==> src/rtl/arb_pkg.sv <==
// ---------------------------------------------------------------------------
// arb_pkg
// Shared types and constants for the bus arbiter slice.
//   arb_state_e  : arbiter FSM states (IDLE, GRANT, TURNAROUND)
//   MAX_NUM_REQ  : largest number of masters the arbiter is meant to serve
// No ports; imported by bus_arbiter and rr_picker.
// ---------------------------------------------------------------------------
package arb_pkg;

    localparam int MAX_NUM_REQ = 16;

    typedef enum logic [1:0] {
        IDLE       = 2'd0,
        GRANT      = 2'd1,
        TURNAROUND = 2'd2
    } arb_state_e;

endpackage

==> src/rtl/rr_picker.sv <==
// ---------------------------------------------------------------------------
// rr_picker
// Purely combinational round-robin selector. The search begins at the master
// after 'last' and wraps modulo NUM_REQ, so the most recent winner has the
// lowest priority.
// Ports:
//   req    [NUM_REQ-1:0] in  : request vector
//   last   [IDX_W-1:0]   in  : index of the previous winner
//   winner [NUM_REQ-1:0] out : one-hot winner (all-zero when nothing found)
//   idx    [IDX_W-1:0]   out : index of the winner
//   found                out : at least one request was present
// ---------------------------------------------------------------------------
module rr_picker
    import arb_pkg::*;
#(
    parameter  int NUM_REQ = 4,
    localparam int IDX_W   = $clog2(NUM_REQ)
) (
    input  logic [NUM_REQ-1:0] req,
    input  logic [IDX_W-1:0]   last,
    output logic [NUM_REQ-1:0] winner,
    output logic [IDX_W-1:0]   idx,
    output logic               found
);

    // One extra bit so last + offset can exceed NUM_REQ before wrapping.
    logic [IDX_W:0]   sum;
    logic [IDX_W-1:0] cand;

    always_comb begin
        winner = '0;
        idx    = '0;
        found  = 1'b0;
        sum    = '0;
        cand   = '0;
        for (int off = 1; off <= NUM_REQ; off++) begin
            sum = {1'b0, last} + (IDX_W+1)'(off);
            if (sum >= (IDX_W+1)'(NUM_REQ)) begin
                sum = sum - (IDX_W+1)'(NUM_REQ);
            end
            cand = sum[IDX_W-1:0];
            if (!found && req[cand]) begin
                found        = 1'b1;
                idx          = cand;
                winner[cand] = 1'b1;
            end
        end
    end

endmodule

==> src/rtl/bus_arbiter.sv <==
// ---------------------------------------------------------------------------
// bus_arbiter
// Round-robin arbiter for NUM_REQ masters sharing one memory bus. Every
// ownership change passes through a single all-zero TURNAROUND cycle so the
// tri-state bus can turn around.
// Optional feature: define ARB_TIMEOUT_EN to build the hold counter and the
// preemption logic (an owner is forced off after MAX_HOLD grant cycles unless
// it holds its lock bit or nobody else is waiting). Without the macro a grant
// lasts until the owner drops req, and preempt is tied low.
// Ports:
//   clk          in  : system clock, rising edge
//   rst          in  : asynchronous active-high reset
//   req     [N]  in  : per-master request, held for the whole tenure
//   lock    [N]  in  : per-master preemption lock, only the owner's bit counts
//   grant   [N]  out : registered one-hot ownership, zero when no owner
//   grant_idx    out : index of current owner, holds last owner when idle
//   grant_valid  out : OR of grant
//   preempt      out : one-cycle pulse after a forced grant removal
// ---------------------------------------------------------------------------
module bus_arbiter
    import arb_pkg::*;
#(
    parameter  int NUM_REQ  = 4,
    parameter  int MAX_HOLD = 16,
    localparam int IDX_W    = $clog2(NUM_REQ)
) (
    input  logic               clk,
    input  logic               rst,
    input  logic [NUM_REQ-1:0] req,
    input  logic [NUM_REQ-1:0] lock,
    output logic [NUM_REQ-1:0] grant,
    output logic [IDX_W-1:0]   grant_idx,
    output logic               grant_valid,
    output logic               preempt
);

    arb_state_e         state, state_next;
    logic [NUM_REQ-1:0] grant_next;
    logic [IDX_W-1:0]   idx_next;
    logic [IDX_W-1:0]   last, last_next;
    logic               preempt_next;
    logic               timeout;

    logic [NUM_REQ-1:0] pick_winner;
    logic [IDX_W-1:0]   pick_idx;
    logic               pick_found;

    rr_picker #(.NUM_REQ(NUM_REQ)) u_picker (
        .req    (req),
        .last   (last),
        .winner (pick_winner),
        .idx    (pick_idx),
        .found  (pick_found)
    );

`ifdef ARB_TIMEOUT_EN
    localparam int HOLD_W = $clog2(MAX_HOLD + 1);

    logic [HOLD_W-1:0] hold_cnt, hold_next;

    // Force the owner off on its MAX_HOLD-th grant cycle, but only if it is
    // not locked and somebody else is actually waiting for the bus.
    assign timeout = (hold_cnt == HOLD_W'(MAX_HOLD - 1)) &&
                     !lock[grant_idx] &&
                     ((req & ~grant) != '0);

    // Counter restarts on every entry into GRANT and saturates so a locked
    // owner cannot wrap it around.
    always_comb begin
        hold_next = hold_cnt;
        if (state != GRANT && state_next == GRANT) begin
            hold_next = '0;
        end else if (state == GRANT && hold_cnt != HOLD_W'(MAX_HOLD)) begin
            hold_next = hold_cnt + HOLD_W'(1);
        end
    end

    always_ff @(posedge clk or posedge rst) begin
        if (rst) begin
            hold_cnt <= '0;
        end else begin
            hold_cnt <= hold_next;
        end
    end
`else
    localparam int unused_max_hold = MAX_HOLD;

    logic unused_lock;
    assign unused_lock = ^lock;
    assign timeout     = 1'b0;
`endif

    // Next-state and next-output logic. IDLE and TURNAROUND share the same
    // exit rule, so TURNAROUND naturally lasts one cycle and a request that
    // arrived on the release edge is picked up there.
    always_comb begin
        state_next   = state;
        grant_next   = grant;
        idx_next     = grant_idx;
        last_next    = last;
        preempt_next = 1'b0;
        case (state)
            IDLE, TURNAROUND: begin
                if (pick_found) begin
                    state_next = GRANT;
                    grant_next = pick_winner;
                    idx_next   = pick_idx;
                    last_next  = pick_idx;
                end else begin
                    state_next = IDLE;
                    grant_next = '0;
                end
            end
            GRANT: begin
                if (!req[grant_idx]) begin
                    state_next = TURNAROUND;
                    grant_next = '0;
                end else if (timeout) begin
                    state_next   = TURNAROUND;
                    grant_next   = '0;
                    preempt_next = 1'b1;
                end
            end
            default: begin
                state_next = IDLE;
                grant_next = '0;
            end
        endcase
    end

    // State and output registers; reset makes master 0 the first winner.
    always_ff @(posedge clk or posedge rst) begin
        if (rst) begin
            state     <= IDLE;
            grant     <= '0;
            grant_idx <= '0;
            last      <= IDX_W'(NUM_REQ - 1);
            preempt   <= 1'b0;
        end else begin
            state     <= state_next;
            grant     <= grant_next;
            grant_idx <= idx_next;
            last      <= last_next;
            preempt   <= preempt_next;
        end
    end

    assign grant_valid = |grant;

endmodule

==> config.mk <==
export PLATFORM = sky130hd
export DESIGN_NAME = bus_arbiter
export DESIGN_NICKNAME = d
export VERILOG_FILES = /design/src/rtl/arb_pkg.sv /design/src/rtl/rr_picker.sv /design/src/rtl/bus_arbiter.sv
export SDC_FILE = /design/constraint.sdc
export NUM_CORES = 1
export LEC_CHECK = 0
export ABC_AREA = 1
export CORE_ASPECT_RATIO = 1.25
export CORE_UTILIZATION = 35
export CTS_CLUSTER_SIZE = 40
export DETAILED_ROUTE_END_ITERATION = 10
export GPL_ROUTABILITY_DRIVEN = 0
export GPL_TIMING_DRIVEN = 0
export PLACE_DENSITY_LB_ADDON = 0.25
export SETUP_SLACK_MARGIN = 0.2
export SLEW_MARGIN = 30
export SYNTH_ARGS = -nofsm -noshare
export SYNTH_HDL_FRONTEND = slang
export SYNTH_SLANG_ARGS = --single-unit
==> constraint.sdc <==
create_clock -name clk -period 3.3 [get_ports clk]
set_input_delay 0.99 -clock clk [delete_from_list [all_inputs] [get_ports clk]]
set_output_delay 0.99 -clock clk [all_outputs]
set_load 0.01 [all_outputs]
### Placement density heat map, run 1

The bar under the picture is 10 um long. The die is cut into 5 by 6 equal tiles; dark blue is low, red is high, 0 to 100% covered.
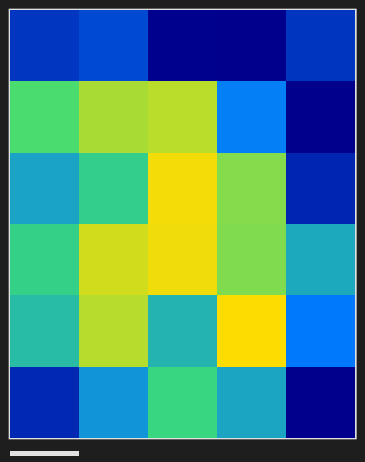
mean over tiles: 38%
fullest tile: 75%
emptiest ninth of the die: upper right
nearly empty tiles: 13%
Layout Utilization: 0.443
placeable core region: 2710 um^2
Initial Utilization: 0.369

### Placement by cell class, run 1

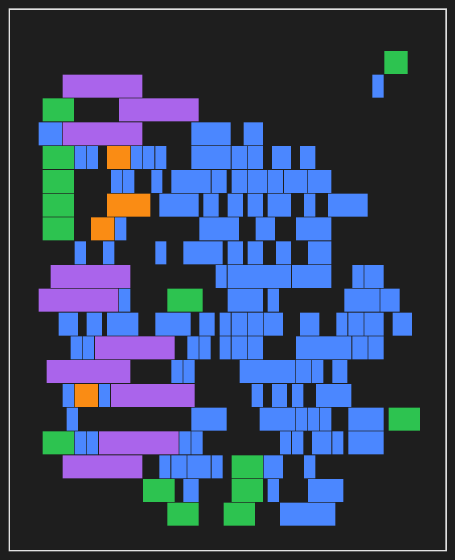
legend:
  purple:
    class: flops
    cells: 10
  green:
    class: other buffers and delay cells
    cells: 14
  orange:
    class: clock drivers and dummy loads
    cells: 4
  blue:
    class: all other logic
    cells: 115

### Wiring heat map, run 1

The bar under the picture is 10 um long. The die is cut into 10 by 12 equal tiles; dark blue is low, red is high, scaled to the fullest tile. Values are wire area over tile area, all layers added.
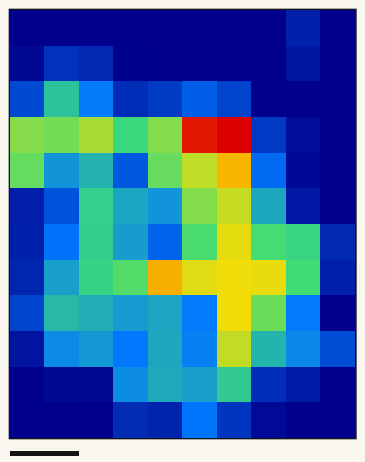
mean over tiles: 0.10
nearly empty tiles: 28%
tiles over half the peak: 20%
Avg WL per Cell: 11.7 um
overall routed net length: 2070 um
count of vias placed by the detailed router: 868
global router's overall resource usage: 0.161

### Sizing map, run 1

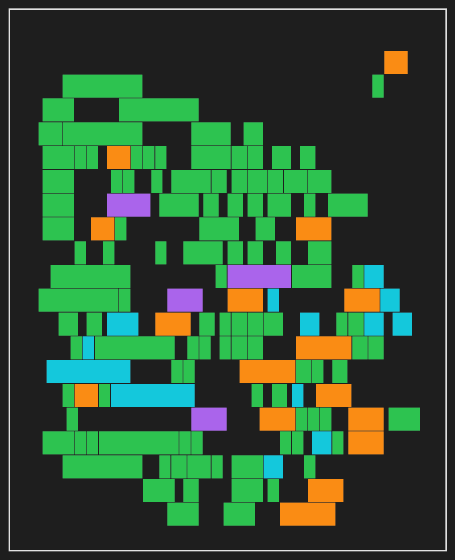
legend:
  orange:
    size: drive 3 to 4
    cells: 16
    share: 11%
  cyan:
    size: drive 2
    cells: 13
    share: 9.1%
  purple:
    size: drive 6 and up
    cells: 4
    share: 2.8%
  green:
    size: drive 1 or less
    cells: 110
    share: 77%

==> out/README.md, run 1 <==
| Quantity | Reported | Unit |
|---|---|---|
| Number of synthesized flops with an enable pin | 0 | - |
| Combinational-cell power consumption | 0.998 | mW |
| Post-layout minimum cycle time | 2680 | ps |
| Class of the tightest hold or removal check | flop to flop | - |
| Count of buffers added by post-CTS timing repair for setup | 0 | - |
| Final period util | 0.813 | - |
| Detailed placement HPWL | 1680 | um |
| Clk pwr share | 0.080 | - |
| Power per unit of standard cell area | 1130 | nW/um^2 |
| Number of hold buffers added after cts | 0 | - |
| Post-synthesis chip area from yosys | 1000 | um^2 |
| Number of sinks on the clock net | 10 | - |
| Element type at the critical path start | flop | - |
| Final hold violation count | 0 | - |
| Max VDD drop | 0.514 | mV |
| Count of synthesis-stage warnings from yosys | 0 | - |
| Maxcap violations | 0 | - |
| Net Sw Frac | 0.541 | - |
| Number of global-route vias before repair | 906 | - |
| Area growth from synthesis to layout | 19.9 | % |
| Final instance count without filler cells | 177 | - |
| Leading cell type in the layout, fill and taps excluded | sky130_fd_sc_hd__nand2_1 | - |
| Unrepaired setup endpoints after global routing | false | - |
| Total power of the final layout | 1.35 | mW |
| Count of tool warnings | 37 | - |
| Leading register cell type out of synthesis | sky130_fd_sc_hd__dfrtp_1 | - |
| Power Clock | 0.108 | mW |
| Clk_lat worst skew | 260 | ps |
| F_max | 373 | MHz |
| Critical Path Max Stage Delay | 530 | ps |
| Instance area after placement | 1160 | um^2 |
| Syn Inst Count | 127 | - |
| Setup violators final | 0 | - |
| Post-synth ARST share | 1.00 | - |
| Synthesized registers | 10 | - |
| Final non-filler cell area | 1200 | um^2 |
| Total Negative Setup Slacks | 0 | ps |
| Final net count | 162 | - |
| Synthesized netlist net count | 145 | - |
| Total standard cell area after synthesis | 1000 | um^2 |
| Total length of routed met3 wires | 50 | um |
| Highest metal used | met4 | - |
| Portion of synthesized cell area occupied by the leading cell type | 0.200 | - |
| Overall overflow remaining after global route | 0 | - |
| Sequential group share of total power | 0.181 | - |
| Number of detailed-route iterations in the first pass | 4 | - |
| CP cell instances | or4_1, clkdlybuf4s50_1 | - |
| Top cells by count, synth | sky130_fd_sc_hd__nand2_1 (33), sky130_fd_sc_hd__nand3_1 (16) | - |
| Standard-cell rows | 21 | - |
| Routed via count divided by cell count | 4.90 | - |
| Critical Setup Path Class | flop to primary output | - |
| Worst hold slack | 454 | ps |
| Arrival time worst endpoint | 1690 | ps |
| Pin count of the biggest net entering global routing | 11 | - |
| Port Buf Inserts | 12 | - |
| Maximum level of the CTS H-tree | 1 | - |
| Switching power total | 0.730 | mW |
| Dominant cell by count in the synthesized netlist | sky130_fd_sc_hd__nand2_1 | - |
| Data required time of the worst path | 2310 | ps |
| Number of ports placed on the die boundary | 18 | - |
| Adder and majority cell fraction of the synthesized area | 0.100 | - |
| GRT met2 Usage | 0.293 | - |
| Dominant non-sequential cell family after synthesis | simple AND/OR/NAND/NOR gates | - |
| Dpl ws | 709 | ps |
| Part of the total power dissipated in combinational logic | 0.738 | - |
| Highest fanout seen on the critical path | 3 | - |
| Post-synthesis area per instance | 7.87 | um^2 |
| Final count of pins violating max slew | 0 | - |
| Worst-case setup margin in the final layout | 618 | ps |
| CTS root buffer | sky130_fd_sc_hd__clkbuf_4 | - |
| Number of resized instances in the post-cts repair step | 0 | - |
| Detailed-routing wirelength on met1 | 943 | um |
| Number of violations reported at the end of detailed-routing iteration 0 | 23 | - |
| Yosys Instances | 127 | - |
| Cts bufs inserted | 3 | - |
| Worst Hold Depth | 1 | - |
| Die outline width | 49.8 | um |
| Global-route wire length before repair | 3860 | um |
| Largest cells by area | sky130_fd_sc_hd__dfrtp_1 (20%), sky130_fd_sc_hd__nand2_1 (12%), sky130_fd_sc_hd__ha_1 (10%) | - |
| Count of different cell masters after synthesis | 27 | - |
| Seq group | 0.245 | mW |
| Number of antenna violations at the first check in global routing | 0 | - |
| Vertical extent of the die | 61.8 | um |
| Sequential area share after synthesis | 0.253 | - |
| Longest Clk Path Bufs | 2 | - |
| Clock skew | 4.05 | ps |
| Endpoint kind of the worst setup timing path | primary output | - |
| Top power group | combinational logic | - |
| Number of placed instances, taps included | 173 | - |
| Worst Reg2Reg Path Length in Cells | 10 | - |
| Xor/xnor share of the synthesized area | 0 | - |
| Most common logic cells in the final layout | sky130_fd_sc_hd__nand2_1 (33), sky130_fd_sc_hd__nand3_1 (16), sky130_fd_sc_hd__clkdlybuf4s50_1 (12) | - |
| Antenna cells | 0 | - |
| Clock-pin slew on the worst setup and hold paths | 70 | ps |
| Cell with the largest stage delay on the worst path | sky130_fd_sc_hd__or4_1 | - |
| Post-synth top area cell | sky130_fd_sc_hd__dfrtp_1 | - |
| Flip-flop count of the largest register, all copies and words added | 4 | - |
| Clock tree from TritonCTS | yes | - |
| Run status | finished clean | - |
| Met3 Use GR | 0.00973 | - |
| Static Leakage | 0.592 | nW |
| Routed wl met2 | 1060 | um |
| Number of design rule violations left after detail routing | 0 | - |
| GRT busiest layer | met2 | - |
| Compound-Gate Fraction of Synth Area | 0.0776 | - |
| Antenna Violating Nets Remaining | 0 | - |
| Fraction of synthesized area in multiplexers | 0 | - |
| GRT met1 Usage | 0.202 | - |
| Reg with most FFs | grant | - |
| Fraction of the mapped netlist area in simple logic gates | 0.494 | - |
| Share of cells above drive strength 1 | 0.231 | - |
| Internal | 0.621 | mW |
| Area enclosed by the die boundary | 3080 | um^2 |
-- run 1: final timing paths --
path	slack, ps	end	startpoint
setup / recovery	620	grant_valid	grant[0]
hold / removal	450	state[1]	state[1]
setup reg to reg	1030	state[0]	last[1]
hold reg to reg	450	state[1]	state[1]
max in group asynchronous	2000	last[0]	rst
min in group asynchronous	990	state[0]	rst
-- run 1: final cells by class --
class	instances	area, um^2
buffer	2	18.8
clock buffer	4	36.3
fill	278	1510
inverter	12	52.6
multi-input combinational	103	676
sequential	10	253
tap	34	42.5
timing repair buffer	12	120
-- run 1: worst max-delay path, delay by kind of cell (launching register included) --
| kind | cells | cell delay, ps |
|---|---|---|
| buffers and inverters | 1 | 490 |
| DFF | 1 | 400 |
| and+or+nand+nor | 1 | 530 |
## Run 2: what changed since run 1
==> constraint.sdc (replaced) <==
create_clock -name clk -period 2.7 [get_ports clk]
set_input_delay 0.81 -clock clk [delete_from_list [all_inputs] [get_ports clk]]
set_output_delay 0.81 -clock clk [all_outputs]
set_load 0.01 [all_outputs]
### Placement by cell class, run 2

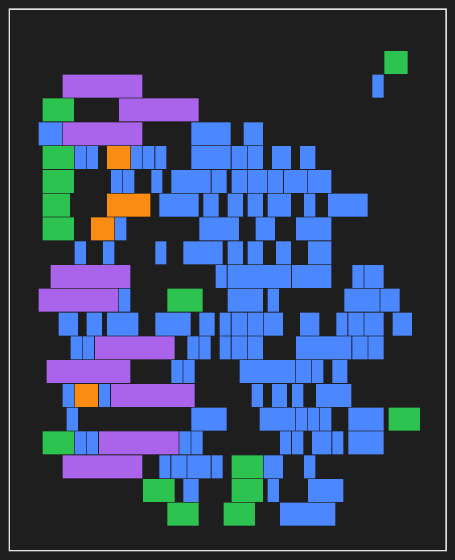
legend:
  purple:
    class: flops
    cells: 10
  green:
    class: other buffers and delay cells
    cells: 14
  orange:
    class: clock drivers and dummy loads
    cells: 4
  blue:
    class: all other logic
    cells: 115
standard-cell rows: 21
share of the final layout cell area in sequential cells: 0.211

==> run 2 against run 1 <==
  * Area after synthesis is the same
  * Final cell count is the same
  * Total power grew 22%
  * Sequential power grew 22%
  * Wire length is the same
  * Global-route usage shrank 0.053 points
  * Critical path depth is the same
  * Largest power group unchanged
==> out/README.md, run 2 <==
| Quantity | Reported | Unit | Change |
|---|---|---|---|
| Run status | finished clean | - |  |
| Final period util | 0.852 | - |  |
| Leading cell type in the layout, fill and taps excluded | sky130_fd_sc_hd__nand2_1 | - |  |
| Count of synthesis-stage warnings from yosys | 0 | - | unchanged |
| Clock tree from TritonCTS | yes | - |  |
| Switching power total | 0.892 | mW | +22% |
| Clock skew | 3.71 | ps | -0.334 ps |
| Detailed-routing wirelength on met1 | 937 | um | -0.64% |
| Final hold violation count | 0 | - | unchanged |
| Global-route wire length before repair | 3840 | um | -0.36% |
| Routed wl met2 | 1060 | um | unchanged |
| Max VDD drop | 0.629 | mV | +22% |
| Final count of pins violating max slew | 0 | - | unchanged |
| Top power group | combinational logic | - |  |
| CP cell instances | or4_1, dlygate4sd2_1 | - |  |
| Portion of synthesized cell area occupied by the leading cell type | 0.200 | - | unchanged |
| Worst Path Buf+Inv | 1 | - | unchanged |
| Data required time of the worst path | 1890 | ps | -420 ps |
| Sequential area share after synthesis | 0.253 | - | unchanged |
| GRT met2 Usage | 0.293 | - | unchanged |
| Power per unit of standard cell area | 1370 | nW/um^2 | +22% |
| Count of buffers added by post-CTS timing repair for setup | 0 | - | unchanged |
| Adder and majority cell fraction of the synthesized area | 0.100 | - | unchanged |
| Number of ports placed on the die boundary | 18 | - | unchanged |
| Largest cells by area | sky130_fd_sc_hd__dfrtp_1 (20%), sky130_fd_sc_hd__nand2_1 (12%), sky130_fd_sc_hd__ha_1 (10%) | - |  |
| F_max | 435 | MHz |  |
| Clk_lat worst skew | 260 | ps | about the same |
| Total Negative Setup Slacks | 0 | ps | unchanged |
| GRT busiest layer | met2 | - |  |
| Setup violators final | 0 | - | unchanged |
| Proportion of cell area occupied by multi-input gates | 0.564 | - | +0.000588 |
| Area of the multi-input gates | 676 | um^2 | unchanged |
| Number of violations reported at the end of detailed-routing iteration 0 | 23 | - | unchanged |
| Combinational-cell power consumption | 1.21 | mW | +21% |
| Final instance count without filler cells | 177 | - | unchanged |
| Dominant non-sequential cell family after synthesis | simple AND/OR/NAND/NOR gates | - |  |
| Final sequential cell count | 10 | - | unchanged |
| Maxcap violations | 0 | - | unchanged |
| Top cells by count, synth | sky130_fd_sc_hd__nand2_1 (33), sky130_fd_sc_hd__nand3_1 (16) | - |  |
| Post-synth ARST share | 1.00 | - | unchanged |
| Vertical extent of the die | 61.8 | um | unchanged |
| Routed via count divided by cell count | 4.90 | - | unchanged |
| Number of combinational gates with multiple inputs | 103 | - | unchanged |
| Total power of the final layout | 1.64 | mW | +22% |
| Endpoint kind of the worst setup timing path | primary output | - |  |
| Arrival time worst endpoint | 1490 | ps | -200 ps |
| Critical Path Max Stage Delay | 530 | ps | about the same |
| Worst-case setup margin in the final layout | 400 | ps | -218 ps |
| Critical Setup Path Class | flop to primary output | - |  |
| Seq group | 0.300 | mW | +22% |
| Initial Utilization | 0.369 | - | unchanged |
| Layout clock buffer count | 4 | - | unchanged |
| Final-layout clock-cell area share | 0.0303 | - | +0.0000316 |
| Dpl ws | 289 | ps | -420 ps |
| Post-synthesis chip area from yosys | 1000 | um^2 | unchanged |
| Count of vias placed by the detailed router | 868 | - | unchanged |
| Leading register cell type out of synthesis | sky130_fd_sc_hd__dfrtp_1 | - |  |
| Dominant cell by count in the synthesized netlist | sky130_fd_sc_hd__nand2_1 | - |  |
| Overall routed net length | 2070 | um | unchanged |
| Layout buffering overhead excluding clock cells | 0.115 | - | -0.000924 |
| Internal | 0.752 | mW | +21% |
| Number of antenna violations at the first check in global routing | 0 | - | unchanged |
| Antenna cells | 0 | - | unchanged |
| Cell with the largest stage delay on the worst path | sky130_fd_sc_hd__or4_1 | - |  |
| Number of sinks on the clock net | 10 | - | unchanged |
| Highest fanout seen on the critical path | 3 | - | unchanged |
| Class of the tightest hold or removal check | flop to flop | - |  |
| Pin count of the biggest net entering global routing | 11 | - | unchanged |
| Total length of routed met3 wires | 55 | um | +10% |
| Number of synthesized flops with an enable pin | 0 | - | unchanged |
| Cts bufs inserted | 3 | - | unchanged |
| Global router's overall resource usage | 0.160 | - | -0.000526 |
| Met3 Use GR | 0.00973 | - | unchanged |
| Worst hold slack | 454 | ps | unchanged |
| Element type at the critical path start | flop | - |  |
| Yosys Instances | 127 | - | unchanged |
| Net Sw Frac | 0.542 | - | +0.00192 |
| Power Clock | 0.132 | mW | +22% |
| Xor/xnor share of the synthesized area | 0 | - | unchanged |
| Number of placed instances, taps included | 173 | - | unchanged |
| GRT met1 Usage | 0.201 | - | -0.00150 |
| Unrepaired setup endpoints after global routing | false | - |  |
| Antenna Violating Nets Remaining | 0 | - | unchanged |
| Post-layout minimum cycle time | 2300 | ps |  |
| Total standard cell area after synthesis | 1000 | um^2 | unchanged |
| Count of inverters not on the clock network in the layout | 12 | - | unchanged |
| Area enclosed by the die boundary | 3080 | um^2 | unchanged |
| Count of different cell masters after synthesis | 27 | - | unchanged |
==> run 2: cell counts after synthesis <==
Identical to the previous run, type by type.
==> run 2: path summary, 6_finish.rpt <==
| check | startpoint | endpoint | slack (ps) | cells past startpoint |
|---|---|---|---|---|
| max | grant[0] | grant_valid | 400 | 2 |
| min | state[1] | state[1] | 450 | 1 |
| max reg2reg | last[1] | state[0] | 420 | 10 |
| min reg2reg | state[1] | state[1] | 450 | 1 |
| max in group asynchronous | rst | last[0] | 1580 | 2 |
| min in group asynchronous | rst | state[0] | 810 | 2 |
==> run 2: per-stage QoR <==
stage,utilization,area [um^2]
floorplan,-,1000
global placement,0.429,1160
detailed placement,0.429,1160
CTS,0.442,1200
global route,0.442,1200
finish,0.442,1200
## Run 3: what changed since run 2
--- a/config.mk
+++ b/config.mk
@@ -8,6 +8,7 @@
 export ABC_AREA = 1
 export CORE_ASPECT_RATIO = 1.25
 export CORE_UTILIZATION = 35
+export CTS_CLUSTER_DIAMETER = 100
 export CTS_CLUSTER_SIZE = 40
 export DETAILED_ROUTE_END_ITERATION = 10
 export GPL_ROUTABILITY_DRIVEN = 0
### Wiring heat map, run 3

The bar under the picture is 10 um long. The die is cut into 10 by 12 equal tiles; dark blue is low, red is high, scaled to the fullest tile. Values are wire area over tile area, all layers added.
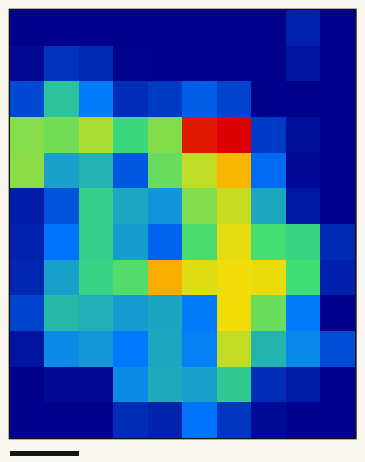
emptiest ninth of the die: upper right
nearly empty tiles: 28%
mean over tiles: 0.10
fullest tile: 0.40

==> run 3 against run 2 <==
  * Worst hold slack stayed put
  * Clock power hardly changed
  * Flip-flop count stayed put
  * First-iteration DRC count stayed put
  * Die area stayed put
  * Clock skew stayed put
  * Global-route usage stayed put
  * Worst setup slack stayed put
  * Combinational power hardly changed
  * Critical endpoint unchanged
  * Largest cell class unchanged
  * Largest power group unchanged
  * Highest routed layer unchanged
==> out/README.md, run 3 <==
| Quantity | Reported | Unit | Change |
|---|---|---|---|
| Run status | finished clean | - |  |
| Count of different cell masters after synthesis | 27 | - | unchanged |
| Setup violators final | 0 | - | unchanged |
| Total length of routed met3 wires | 55 | um | unchanged |
| Class of the tightest hold or removal check | flop to flop | - |  |
| Dominant non-sequential cell family after synthesis | simple AND/OR/NAND/NOR gates | - |  |
| Endpoint of the worst hold path | state[1] | - |  |
| Largest cells by area | sky130_fd_sc_hd__dfrtp_1 (20%), sky130_fd_sc_hd__nand2_1 (12%), sky130_fd_sc_hd__ha_1 (10%) | - |  |
| Cell depth of the worst setup path | 2 | - | unchanged |
| GRT met2 Usage | 0.293 | - | unchanged |
| Antenna cells | 0 | - | unchanged |
| Portion of synthesized cell area occupied by the leading cell type | 0.200 | - | unchanged |
| Seq group | 0.300 | mW | about the same |
| Flip-flop count of the largest register, all copies and words added | 4 | - |  |
| Top cells by count, synth | sky130_fd_sc_hd__nand2_1 (33), sky130_fd_sc_hd__nand3_1 (16) | - |  |
| F_max | 435 | MHz | unchanged |
| Critical Path Max Stage Delay | 530 | ps | about the same |
| Worst Hold Depth | 1 | - | unchanged |
| Top power group | combinational logic | - |  |
| Final net count | 162 | - |  |
| Final hold violation count | 0 | - | unchanged |
| Vertical extent of the die | 61.8 | um | unchanged |
| Number of antenna violations at the first check in global routing | 0 | - | unchanged |
| Hold path start | state[1] | - |  |
| Worst Setup SP | grant[0] | - |  |
| Unrepaired setup endpoints after global routing | false | - |  |
| Setup slack, reg-to-reg | 420 | ps | about the same |
| Critical Setup Path Class | flop to primary output | - |  |
| Antenna Violating Nets Remaining | 0 | - | unchanged |
| Cts bufs inserted | 3 | - | unchanged |
| Total standard cell area after synthesis | 1000 | um^2 | unchanged |
| Final period util | 0.852 | - | unchanged |
| Count of synthesis-stage warnings from yosys | 0 | - | unchanged |
| Overall routed net length | 2070 | um | unchanged |
| Clock-pin slew on the worst setup and hold paths | 70 | ps |  |
| Fraction of synthesized area in multiplexers | 0 | - |  |
| Terminus of the critical flop-to-flop path | state[0] | - |  |
| Number of synthesized flops with an enable pin | 0 | - | unchanged |
| Maxcap violations | 0 | - | unchanged |
| Switching power total | 0.892 | mW | unchanged |
| Clk_lat worst skew | 260 | ps | about the same |
| Max VDD drop | 0.629 | mV | unchanged |
| Internal | 0.752 | mW | unchanged |
| Detailed-routing wirelength on met1 | 937 | um | unchanged |
| Worst Setup EP | grant_valid | - |  |
| Power Clock | 0.132 | mW | about the same |
| Standard-cell rows | 21 | - | unchanged |
| Power per unit of standard cell area | 1370 | nW/um^2 | unchanged |
| Startpoint of the lowest-slack register-to-register path | last[1] | - |  |
| Number of violations reported at the end of detailed-routing iteration 0 | 23 | - | unchanged |
| GRT busiest layer | met2 | - |  |
| Placeable core region | 2710 | um^2 |  |
| Net Sw Frac | 0.542 | - | unchanged |
| Element type at the critical path start | flop | - |  |
| Area enclosed by the die boundary | 3080 | um^2 | unchanged |
| Total power of the final layout | 1.64 | mW | unchanged |
| Met3 Use GR | 0.00973 | - | unchanged |
| Reg with most FFs | grant | - |  |
| Number of sinks on the clock net | 10 | - | unchanged |
| Highest fanout seen on the critical path | 3 | - | unchanged |
| Pin count of the biggest net entering global routing | 11 | - | unchanged |
| Arrival time worst endpoint | 1490 | ps | about the same |
| Adder and majority cell fraction of the synthesized area | 0.100 | - | unchanged |
| Post-synthesis chip area from yosys | 1000 | um^2 | unchanged |
| Sequential area share after synthesis | 0.253 | - | unchanged |
| Endpoint kind of the worst setup timing path | primary output | - |  |
| CP cell instances | or4_1, dlygate4sd2_1 | - |  |
| Number of placed instances, taps included | 173 | - | unchanged |
| Count of vias placed by the detailed router | 868 | - | unchanged |
| GRT met1 Usage | 0.201 | - | unchanged |
| Routed wl met2 | 1060 | um | unchanged |
| Detailed placement HPWL | 1680 | um |  |
| Clock skew | 3.71 | ps | unchanged |
| Yosys Instances | 127 | - | unchanged |
| Routed via count divided by cell count | 4.90 | - | unchanged |
| Number of detailed-route iterations in the first pass | 4 | - |  |
| Total Negative Setup Slacks | 0 | ps | unchanged |
| Leading register cell type out of synthesis | sky130_fd_sc_hd__dfrtp_1 | - |  |
| Initial Utilization | 0.369 | - | unchanged |
| Cell with the largest stage delay on the worst path | sky130_fd_sc_hd__or4_1 | - |  |
| Leading cell type in the layout, fill and taps excluded | sky130_fd_sc_hd__nand2_1 | - |  |
| Xor/xnor share of the synthesized area | 0 | - | unchanged |
| Dominant cell by count in the synthesized netlist | sky130_fd_sc_hd__nand2_1 | - |  |
| CTS root buffer | sky130_fd_sc_hd__clkbuf_4 | - |  |
| Combinational-cell power consumption | 1.21 | mW | about the same |
| Number of ports placed on the die boundary | 18 | - | unchanged |
| Post-layout minimum cycle time | 2300 | ps | unchanged |
| Global router's overall resource usage | 0.160 | - | unchanged |
| Final instance count without filler cells | 177 | - | unchanged |
| Final count of pins violating max slew | 0 | - | unchanged |
| Clock tree from TritonCTS | yes | - |  |
| Global-route wire length before repair | 3840 | um | unchanged |
| Data required time of the worst path | 1890 | ps | about the same |
| Worst Path Buf+Inv | 1 | - | unchanged |
| Worst Reg2Reg Path Length in Cells | 10 | - | unchanged |
| Area of the multi-input gates | 676 | um^2 | unchanged |
| Post-synth ARST share | 1.00 | - | unchanged |
run 3: cell type report:
class	count	share of cell area
timing repair buffer	12	0.0993
sequential	10	0.211
inverter	12	0.0439
multi-input combinational	103	0.564
tap	34	0.0355
clock buffer	4	0.0303
buffer	2	0.0157
run 3: stage by stage:
step / worst slack [ps] / util / instance area [um^2] / hold WS [ps]
6_report: 400 / 0.442 / 1200 / 454
5_1_grt: 249 / 0.442 / 1200 / 483
4_1_cts: 389 / 0.442 / 1200 / 457
3_5_place_dp: 289 / 0.429 / 1160 / 449
3_3_place_gp: 300 / 0.429 / 1160 / 443
2_1_floorplan: 676 / - / 1000 / 434
run 3: repair_timing:
action                                 CTS  global route
setup endpoints to repair                1             0
buffers inserted                         0             0
endpoints found under the hold margin    0             0
hold buffers                             0             0
gates resized                            1             0
Power figures rest on the tool's default switching activity, not on a simulated workload.
